File: src/rtl/aud_pkg.sv
// Shared types and constants for the audio codec serial paths.
package aud_pkg;

  typedef enum logic [1:0] {
    S_IDLE,
    S_ALIGN,
    S_SHIFT,
    S_PAD
  } aud_ser_state_t;

  localparam logic CH_L = 1'b0;
  localparam logic CH_R = 1'b1;

endpackage

File: src/rtl/aud_lrck_edge.sv
// DACLRCK/ADCLRCK edge detector: registers the frame clock on the BCLK
// falling edge and decodes which channel slot a detected edge opens.
module aud_lrck_edge #(
  parameter bit LEFT_LVL = 1'b0
) (
  input  logic bclk,
  input  logic rst_n,
  input  logic lrck,
  output logic left_start,
  output logic right_start
);

  logic lrck_q;
  logic lrck_chg;

  // Previous frame-clock level, sampled on every falling BCLK edge.
  always_ff @(negedge bclk or negedge rst_n) begin
    if (!rst_n) begin
      lrck_q <= 1'b0;
    end else begin
      lrck_q <= lrck;
    end
  end

  // Slot-start decode from the current level versus the registered one.
  always_comb begin
    lrck_chg    = (lrck != lrck_q);
    left_start  = lrck_chg & (lrck == LEFT_LVL);
    right_start = lrck_chg & (lrck != LEFT_LVL);
  end

endmodule

File: src/rtl/aud_dac_serializer.sv
// Stereo DAC serializer: one-entry L/R pair buffer, MSB-first shift onto
// DACDAT in I2S or left-justified framing against codec-mastered clocks.
module aud_dac_serializer
  import aud_pkg::*;
#(
  parameter int unsigned DATA_W   = 16,
  parameter bit          MODE_I2S = 1'b1,
  parameter bit          LEFT_LVL = 1'b0
) (
  input  logic              i_bclk,
  input  logic              i_rst_n,
  input  logic              i_daclrck,
  input  logic              i_en,
  input  logic [DATA_W-1:0] i_l_data,
  input  logic [DATA_W-1:0] i_r_data,
  input  logic              i_valid,
  output logic              o_ready,
  output logic              o_aud_dacdat,
  output logic              o_underrun,
  output logic              o_frame_err
);

  localparam int unsigned CNT_W = $clog2(DATA_W + 1);

  aud_ser_state_t    state, state_nx;
  logic [DATA_W-1:0] sh, sh_nx;
  logic [CNT_W-1:0]  cnt, cnt_nx;
  logic              chan, chan_nx;
  logic [DATA_W-1:0] r_hold, r_hold_nx;
  logic [DATA_W-1:0] l_buf, l_buf_nx;
  logic [DATA_W-1:0] r_buf, r_buf_nx;
  logic              buf_full, buf_full_nx;
  logic              dacdat_nx, underrun_nx, frame_err_nx;
  logic              left_start, right_start;
  logic              take_left, take_right;
  logic              load, consume;
  logic [DATA_W-1:0] word;

  aud_lrck_edge #(
    .LEFT_LVL (LEFT_LVL)
  ) u_lrck_edge (
    .bclk        (i_bclk),
    .rst_n       (i_rst_n),
    .lrck        (i_daclrck),
    .left_start  (left_start),
    .right_start (right_start)
  );

  // Ready is held low during reset so nothing can be accepted mid-clear.
  assign o_ready = i_en & ~buf_full & i_rst_n;

  // State, datapath and output registers, all on the falling BCLK edge.
  always_ff @(negedge i_bclk or negedge i_rst_n) begin
    if (!i_rst_n) begin
      state        <= S_IDLE;
      sh           <= '0;
      cnt          <= '0;
      chan         <= CH_L;
      r_hold       <= '0;
      l_buf        <= '0;
      r_buf        <= '0;
      buf_full     <= 1'b0;
      o_aud_dacdat <= 1'b0;
      o_underrun   <= 1'b0;
      o_frame_err  <= 1'b0;
    end else begin
      state        <= state_nx;
      sh           <= sh_nx;
      cnt          <= cnt_nx;
      chan         <= chan_nx;
      r_hold       <= r_hold_nx;
      l_buf        <= l_buf_nx;
      r_buf        <= r_buf_nx;
      buf_full     <= buf_full_nx;
      o_aud_dacdat <= dacdat_nx;
      o_underrun   <= underrun_nx;
      o_frame_err  <= frame_err_nx;
    end
  end

  // Next-state, slot start, bit emission and buffer handshake.
  always_comb begin
    state_nx     = state;
    sh_nx        = sh;
    cnt_nx       = cnt;
    chan_nx      = chan;
    r_hold_nx    = r_hold;
    l_buf_nx     = l_buf;
    r_buf_nx     = r_buf;
    buf_full_nx  = buf_full;
    dacdat_nx    = 1'b0;
    underrun_nx  = 1'b0;
    frame_err_nx = 1'b0;
    load         = 1'b0;
    consume      = 1'b0;
    word         = '0;
    take_left    = left_start & (state != S_IDLE);
    take_right   = right_start & ((state == S_SHIFT) || (state == S_PAD));

    if (!i_en) begin
      state_nx    = S_IDLE;
      buf_full_nx = 1'b0;
    end else begin
      if (state == S_IDLE) begin
        state_nx = S_ALIGN;
      end else if (take_left) begin
        load         = 1'b1;
        chan_nx      = CH_L;
        frame_err_nx = (state == S_SHIFT);
        if (buf_full) begin
          word      = l_buf;
          r_hold_nx = r_buf;
          consume   = 1'b1;
        end else begin
          r_hold_nx   = '0;
          underrun_nx = 1'b1;
        end
      end else if (take_right) begin
        load         = 1'b1;
        chan_nx      = CH_R;
        word         = r_hold;
        frame_err_nx = (state == S_SHIFT);
      end else if (state == S_SHIFT) begin
        dacdat_nx = sh[DATA_W-1];
        sh_nx     = {sh[DATA_W-2:0], 1'b0};
        cnt_nx    = cnt + CNT_W'(1);
        if (cnt == CNT_W'(DATA_W - 1)) begin
          state_nx = S_PAD;
        end
      end

      // cnt counts bits already driven, so left-justified starts at 1
      // because its MSB leaves on the slot-start edge itself.
      if (load) begin
        state_nx = S_SHIFT;
        if (MODE_I2S) begin
          sh_nx     = word;
          cnt_nx    = '0;
          dacdat_nx = 1'b0;
        end else begin
          sh_nx     = {word[DATA_W-2:0], 1'b0};
          cnt_nx    = CNT_W'(1);
          dacdat_nx = word[DATA_W-1];
        end
      end

      // Consume reads the old entry; a pair accepted on the same edge is
      // kept for the following frame.
      if (consume) begin
        buf_full_nx = 1'b0;
      end
      if (i_valid && !buf_full) begin
        l_buf_nx    = i_l_data;
        r_buf_nx    = i_r_data;
        buf_full_nx = 1'b1;
      end
    end
  end

endmodule
File: config.mk
export PLATFORM = sky130hd
export DESIGN_NAME = aud_dac_serializer
export DESIGN_NICKNAME = d
export VERILOG_FILES = /design/src/rtl/aud_pkg.sv /design/src/rtl/aud_lrck_edge.sv /design/src/rtl/aud_dac_serializer.sv
export SDC_FILE = /design/constraint.sdc
export NUM_CORES = 1
export LEC_CHECK = 0
export ABC_CLOCK_PERIOD_IN_PS = 1800
export CAP_MARGIN = 20
export CORE_ASPECT_RATIO = 0.9
export CORE_MARGIN = 1
export CORE_UTILIZATION = 25
export CTS_CLUSTER_SIZE = 25
export DETAILED_ROUTE_END_ITERATION = 6
export GPL_TIMING_DRIVEN = 0
export MAX_ROUTING_LAYER = met4
export PLACE_DENSITY = 0.4
export SYNTH_ARGS = -nofsm -noshare
export SYNTH_HDL_FRONTEND = slang
export SYNTH_SLANG_ARGS = --single-unit
File: constraint.sdc
create_clock -name i_bclk -period 1.8 [get_ports i_bclk]
set_input_delay 0.18 -clock i_bclk [delete_from_list [all_inputs] [get_ports i_bclk]]
set_output_delay 0.18 -clock i_bclk [all_outputs]
set_load 0.05 [all_outputs]
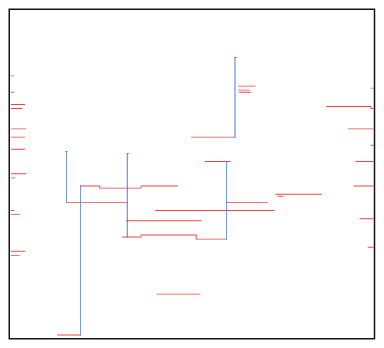
(run_1/wires.png)
(3 px per µm) Only two layers are drawn.
[metal 4] blue | wire length: 147 µm
[metal 3] red | wire length: 326 µm

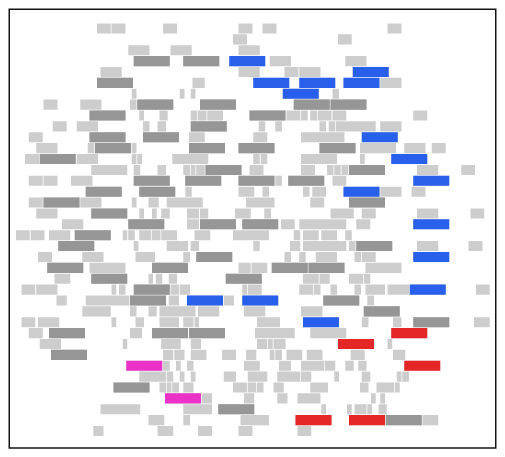
(run_1/flops_by_reg.png)
(4 px per µm) Other sequential cells in the stronger grey, the rest of the logic in the fainter grey.
[`cnt`] red | flops: 5 | where: south-east
[`state`] magenta | flops: 2
[`l_buf`] blue | flops: 16
not coloured: 53

==> changes_impl.md, run 1 <==
## Flow update

* Antenna-violating nets left at 0
* Met3 usage at ~3%
* Leading cell kind: registers
* Placed insts at between 400 and 500
* DRT met1 WL at roughly 4.4 mm
* Setup violations, final at 22
* PnR worst setup slack at -0.509 ns
* Adder share at less than 1%
* Wire per inst at ~17 µm
* Failing checks: negative setup slack
* Setup CP Type: register to output port
* Register-to-Register Path Depth at 5
* Die H at between 100 and 150 µm
* Worst-path maximum fanout at 3
* Clock Tree Root: clkbuf_16
* Worst Tran Pin Value at around 0.37 ns
* Logic family by area: AND-OR/OR-AND gates
* Number of enable flip-flop cells at 0
* Vias at 2419
* Outcome: complete, but fails checks
* LEAKAGE at ~0.0022 µW
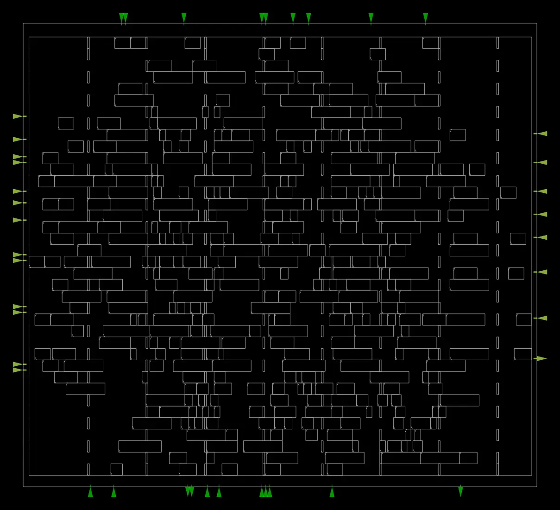
(run_1/placement.png)
TAP cells: 160
utilization after layout: 39.4%
fraction of area in registers: 39.4%
Core Region: 12300 µm²

==> run_1/metal_density.png <==
(3 px per µm) The die is cut into 24 by 22 equal tiles; dark blue is low, red is high, scaled to the fullest tile. Values are wire area over tile area, all layers added.
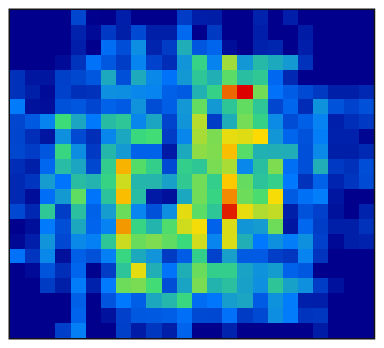

--- run 2 (diff from run 1) ---
- CORE_ASPECT_RATIO: 0.9 -> unset
- DONT_BUFFER_PORTS: unset -> 1
- PLACE_DENSITY: 0.4 -> 0.36
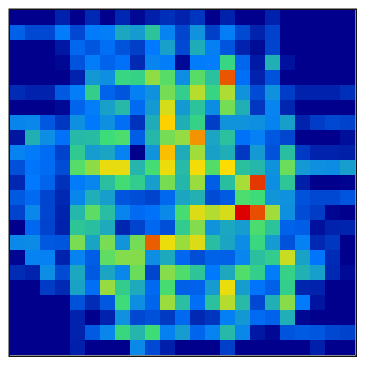
(run_2/metal_density.png)
(3 px per µm) The die is cut into 23 by 23 equal tiles; dark blue is low, red is high, scaled to the fullest tile. Values are wire area over tile area, all layers added.
nearly empty tiles: 20%
fullest tile: 0.40
mean over tiles: 0.096
tiles over half the peak: 13%
densest ninth of the die: centre
emptiest ninth of the die: north-east

==> changes_impl.md, run 2 <==
## Flow update

* Outcome: complete, but fails checks
* Failing checks: design-rule violations, negative setup slack
* Vias at 2185 (-9.7%)
* Logic family by area: AND-OR/OR-AND gates
* Wire per inst at 17.3 µm (+2.4%)
* LEAKAGE at 0.00184 µW (-15%)
* Adder share at 0.782% (unchanged)
* Worst-path maximum fanout at 3 (unchanged)
* Top cells by count, synth: dfrtn_1 (76), nand2_1 (36), mux2_2 (32), a21oi_1 (17), nor3_1 (17)
* Clock Tree Root: clkbuf_16
* Drc violations at 2
* Worst Tran Pin Value at 0.576 ns (+0.207 ns)
* Busiest grt layer: met2
* Log Warnings at 29
* Met3 usage at 3.43% (+0.42 points)
* Fraction of area in registers at 46.7% (+7.3 points)
* Setup CP Type: register to output port
* Met2 Wirelength at 3.55 mm
* Leading cell kind: registers
* TAP cells at 168 (+5.0%)
* DRT met1 WL at 3.98 mm (-9.0%)
* Utilization after layout at 33.2% (-6.1 points)
* Antenna-violating nets left at 0 (unchanged)
* Sequential share of power at between 40% and 50%
* PnR worst setup slack at -0.639 ns (-0.130 ns)
* Critical R2R Capture: sh[13]
* Via-per-instance ratio at about 4.7
* Placed insts at 443 (-6.7%)
* Worst IR drop on VDD at 0.000457 V
* Setup violations, final at 13 (-41%)
* Logic share of the area at approximately a third
* Pwr dens at roughly 1200 nW/µm²
* YS chip area at 3200 µm²
* Register-to-Register Path Depth at 5 (unchanged)
* Cell Area, Synth at 3200 µm²
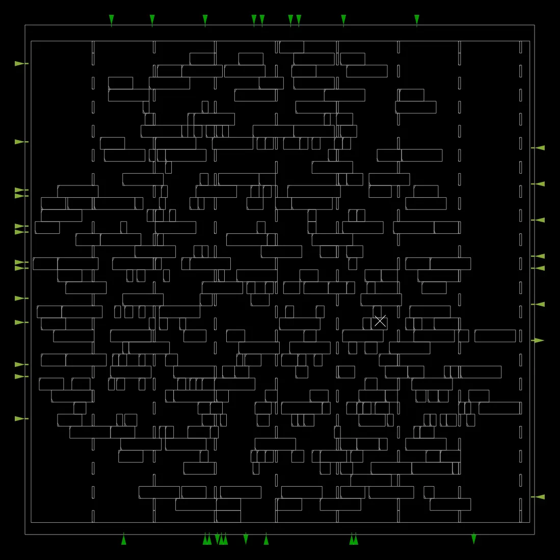
(run_2/placement.png)
fillers: 1257
Core Rows: 40
Core Region: 12300 µm²
Post-Layout Cell Count: 469

Power is estimated from default activity; no workload was simulated.
